Figure 1. A small window of the routed layout.
Scale bar: 10 um. Region (31, 42) to (61, 72) um. Cells in grey, sequential cells in the stronger grey; small squares are vias.
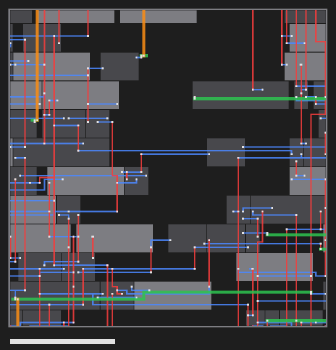
Figure 2. Met4 routing.
Supply wires on this layer in grey.
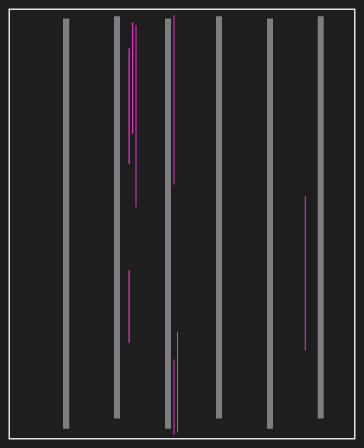
Figure 3. Wiring by layer.
Only two layers are drawn.
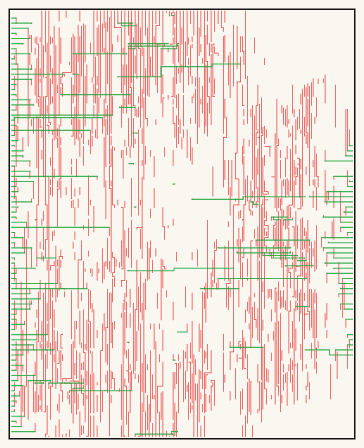
Figure 4. M1 wires.
Supply wires on this layer in grey.
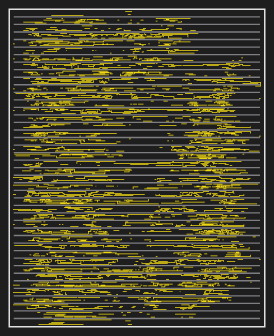
Figure 5. The clock network.
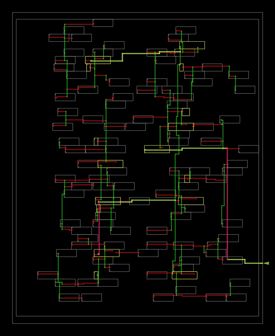
===== src/rtl/pc_sequencer.sv =====
// rtl/pc_sequencer.sv - program-counter register and next-PC sequencer
//
// Holds the fetch PC and picks the next one on every accepted fetch.
// It adds a one-cycle boot bubble after reset and a fetch handshake with
// stall. A misaligned target is redirected to TRAP_VECTOR with a one-bubble
// trap cycle. It also keeps a wrapping count of accepted fetches.
//
// Ports:
//   clk         clock, all state changes on the rising edge
//   reset       synchronous active-high reset
//   PCPlus4     sequential next PC, used as supplied
//   PCTarget    branch/jal target
//   ALUResult   jalr target, bit 0 cleared before use
//   PCSrc       00 seq, 01 PCTarget, 10 ALUResult&~1, 11 seq
//   Stall       hazard hold, blocks acceptance
//   IMemReady   instruction memory accepts the fetch at PC
//   PC          current fetch address
//   PCValid     PC is a valid fetch request
//   Trap        one-cycle pulse on misaligned-target redirect
//   TrapPC      offending target captured at the last trap
//   InstrCount  accepted fetches, wraps

module pc_sequencer #(
    parameter logic [31:0] RESET_VECTOR = 32'h0000_0000,
    parameter logic [31:0] TRAP_VECTOR  = 32'h0000_0100
) (
    input  logic        clk,
    input  logic        reset,
    input  logic [31:0] PCPlus4,
    input  logic [31:0] PCTarget,
    input  logic [31:0] ALUResult,
    input  logic [1:0]  PCSrc,
    input  logic        Stall,
    input  logic        IMemReady,
    output logic [31:0] PC,
    output logic        PCValid,
    output logic        Trap,
    output logic [31:0] TrapPC,
    output logic [31:0] InstrCount
);

    typedef enum logic [1:0] {
        BOOT = 2'd0,
        RUN  = 2'd1,
        TRAP = 2'd2
    } state_t;

    state_t      state;
    logic        accept;
    logic [31:0] next_pc;

    // PCValid is only ever high in RUN, so it doubles as the "in RUN" qualifier.
    assign accept = PCValid & IMemReady & ~Stall;

    always_comb begin
        next_pc = PCPlus4;
        case (PCSrc)
            2'b01:   next_pc = PCTarget;
            2'b10:   next_pc = {ALUResult[31:1], 1'b0};
            default: next_pc = PCPlus4;
        endcase
    end

    always_ff @(posedge clk) begin
        if (reset) begin
            state      <= BOOT;
            PC         <= RESET_VECTOR;
            PCValid    <= 1'b0;
            Trap       <= 1'b0;
            TrapPC     <= 32'h0;
            InstrCount <= 32'h0;
        end else begin
            case (state)
                BOOT: begin
                    state   <= RUN;
                    PCValid <= 1'b1;
                    Trap    <= 1'b0;
                end
                RUN: begin
                    Trap <= 1'b0;
                    if (accept) begin
                        InstrCount <= InstrCount + 32'd1;
                        if (next_pc[1:0] == 2'b00) begin
                            PC <= next_pc;
                        end else begin
                            // Misaligned target: fetch from the trap vector
                            // after a single bubble and remember the culprit.
                            PC      <= TRAP_VECTOR;
                            TrapPC  <= next_pc;
                            Trap    <= 1'b1;
                            PCValid <= 1'b0;
                            state   <= TRAP;
                        end
                    end
                end
                TRAP: begin
                    Trap    <= 1'b0;
                    PCValid <= 1'b1;
                    state   <= RUN;
                end
                default: begin
                    state   <= BOOT;
                    PCValid <= 1'b0;
                    Trap    <= 1'b0;
                end
            endcase
        end
    end

endmodule


===== config.mk =====
export PLATFORM = sky130hd
export DESIGN_NAME = pc_sequencer
export DESIGN_NICKNAME = d
export VERILOG_FILES = /design/src/rtl/pc_sequencer.sv
export SDC_FILE = /design/constraint.sdc
export NUM_CORES = 1
export LEC_CHECK = 0
export CAP_MARGIN = 20
export CORE_ASPECT_RATIO = 1.25
export CORE_UTILIZATION = 46
export CTS_CLUSTER_DIAMETER = 200
export DETAILED_ROUTE_END_ITERATION = 7
export PLACE_DENSITY = 0.85
export RECOVER_POWER = 100
export SETUP_SLACK_MARGIN = 0.02
export SLEW_MARGIN = 20
export SYNTH_ARGS = -nofsm -noshare
export SYNTH_HDL_FRONTEND = slang
export SYNTH_SLANG_ARGS = --single-unit

===== constraint.sdc =====
create_clock -name clk -period 6.9 [get_ports clk]
set_clock_uncertainty 0.1 [all_clocks]
set_input_delay 1.38 -clock clk [delete_from_list [all_inputs] [get_ports clk]]
set_output_delay 1.38 -clock clk [all_outputs]
set_load 0.03 [all_outputs]

==> Slide: Implementation Results <==
Run Summary

Status
  – Status: finished with violations
  – Failing checks: max-capacitance violations, max-slew violations

Synth
  – Number of synthesized register bits: between 90 and 100
  – Commonest flop: dfxtp_1
  – Net Count, Synth: between 500 and 600
  – Post-synth top cells: 99 x dfxtp_1, 64 x nor2b_1, 33 x clkbuf_1, 33 x mux2_1, 32 x nor3_1
  – Chip Area, Yosys: 4620 sq um
  – Top cells, area: dfxtp_1 43%, nor2b_1 8.7%, mux2_1 8.0%, a221oi_1 5.7%, a22o_1 5.5%
  – Area share of the largest cell type after synthesis: between 40% and 50%
  – Ys async rst share: 0%
  – Mapped Avg Cell Area: between 9 and 10 sq um
  – Synth Instances: a little under 500
  – Count leader, synth: dfxtp_1
  – Yosys Instances: 492
  – Most area-hungry cell type in the Yosys netlist: dfxtp_1
  – Synth Seq Share: between 40 and 50%
  – Distinct cells, synth: between 40 and 50

Final layout
  – Combinational gates: 343
  – NonClk Buf Share: around 29%
  – Inverters: 8
  – Clock-cell share of area: roughly 3.7%
  – # fillers: approximately 730
  – Plain + repair buffers: 203
  – Final Core Density: 71.0%
  – Area of the multi-input gates: 2420 sq um
  – Finished Layout Cells: between 700 and 800
  – Flop share of the area: 28.9%
  – Comb/total area: approximately 35%
  – Post-route cell area: a little under 7000 sq um
  – Share of cells above drive strength 1: 3.29%

Global routing
  – Initial antenna violation count: 0
  – Global-route wire length before repair: about 21 mm
  – Largest net degree at the start of global routing: 104
  – GRT Total Usage: about a quarter
  – Vias in the first global route: about 4300

Setup path
  – CP top delay family: buffers and inverters
  – Crit path DRT: about 7.0 ns
  – CP startpoint kind: primary input
  – CP max stage delay: between 1 and 1.5 ns
  – Arr. time, crit path: roughly 5.2 ns
  – Critical path origin: PCSrc[0]
  – Critical R2R Launch: state[1]$_SDFFE_PP0P_

Drt
  – WL/cell: around 17 um
  – Post-DRT Antenna Nets: 0
  – Detailed Route WL: between 10 and 15 mm
  – # DRC: 0
  – DRC violation total after the first TritonRoute iteration: 175
  – Post-DR vias/cell: 5.60

Clock tree
  – CTS Buffer Depth: 2
  – Clock transition at path regs: roughly 0.060 ns
  – Htree depth: 3
  – Post-CTS Resized: 0
  – Root buffer cell: clkbuf_16

Floorplan
  – Tap cells: ~130
  – Top Ports: approximately 200
  – Die H: between 100 and 150 um
  – Core ar.: 9660 sq um
  – DIE WIDTH: just over 90 um
  – Initial core utilization: between 40% and 50%

Min path
  – Hold EP: PC[0]$_SDFFE_PP0P_

Final timing
  – Final hold violations: 0
  – Final hold slack: 0.361 ns
  – PnR worst setup slack: approximately 1.9 ns
  – Final Max Slew Viols: 32
  – RSZ-0062 raised after global routing: false

Place
  – Cells after DPL: 779
  – PortBufs: 198
  – Detail Placement HPWL: ~9.7 mm
  – Placed cell areas: approximately 6600 sq um
  – Pre-CTS WS: about 2.3 ns

Pwr
  – Peak supply drop: 0.0973 mV
  – PwrDens: approximately 180 nW/um^2

Job
  – Max Cap Violations: 1
Back to the opening pictures, Figure 1:
red -> metal 2
orange -> metal 4
blue -> metal 1
green -> metal 3
sequential cells in the window = 9
most frequent = dfxtp_1 (9), dlygate4sd3_1 (7)
cells with their middle in the window = 38
netlist names of flops here include = `PC` (4), `TrapPC` (3)

Back to the opening pictures, Figure 2:
wire length on this layer = 259 um
main direction = vertical
longest straight run = 48.3 um
nets with wire on the layer = 8
share of all routed wire = 1.9%

Back to the opening pictures, Figure 3:
red -> metal 2  # wire length 6750 um
green -> metal 3  # wire length 909 um

Back to the opening pictures, Figure 4:
longest straight run = 34.0 um
nets with wire on the layer = 668
wire length on this layer = 5440 um
share of all routed wire = 41%
main direction = horizontal

Back to the opening pictures, Figure 5:
Clk. pwr: 447 uW
Flop Count: 99
Num Clock Sinks: 99
number of buffers created by CTS: 9
clock buf count: 14

registers in the layout, summed over array words and instances, names as in the netlist:
| name | count |
|---|---|
| InstrCount | 32 |
| PC | 32 |
| TrapPC | 32 |
| state | 2 |
| Trap | 1 |
report_power, final:
| group | total [mW] | internal [mW] | leakage, nW | switching, mW |
|---|---|---|---|---|
| Clock | 0.447 | 0.245 | 0.121 | 0.203 |
| Sequential | 0.590 | 0.583 | 0.800 | 0.00668 |
| Combinational | 0.202 | 0.103 | 1.87 | 0.0997 |
per-layer routing:
metal,track usage (%),wire [um]
met1,31.4,5440
met5,0,0
met2,44.9,6750
met3,5.00,908
met4,10.7,259
placed cells by master, fill, tap and decap left out, types with 2 or more instances in the layout:
| master | instances |
|---|---|
| nand4_1 | 11 |
| xor2_1 | 7 |
| nor2b_1 | 64 |
| nor2_2 | 2 |
| nor3_1 | 32 |
| mux2_1 | 33 |
| and4_1 | 3 |
| a22o_1 | 29 |
| and3_1 | 6 |
| or3_1 | 5 |
| clkdlybuf4s50_1 | 97 |
| and2_1 | 2 |
| o21ai_1 | 3 |
| xnor2_1 | 3 |
| or4_1 | 12 |
| ha_1 | 3 |
| nor2_1 | 19 |
| dlygate4sd3_1 | 100 |
| nand2_1 | 17 |
| clkbuf_16 | 9 |
| nand3_1 | 7 |
| a21oi_1 | 21 |
| o31ai_1 | 12 |
| clkbuf_1 | 8 |
| inv_1 | 8 |
| o21ai_0 | 2 |
| buf_4 | 3 |
| dfxtp_1 | 99 |
| nor4_1 | 6 |
| a221oi_1 | 30 |
logic make-up after synthesis:
group	share of synthesized area, %
AOI/OAI and AO/OA	16.9
xor gates and xnor gates	1.90
adders and majority gates	0.813
buffers and inverters	4.55
DFF	42.9
muxes	8.37
and+or+nand+nor	24.6
No activity file was given, so power comes from the tool's default toggle rates.
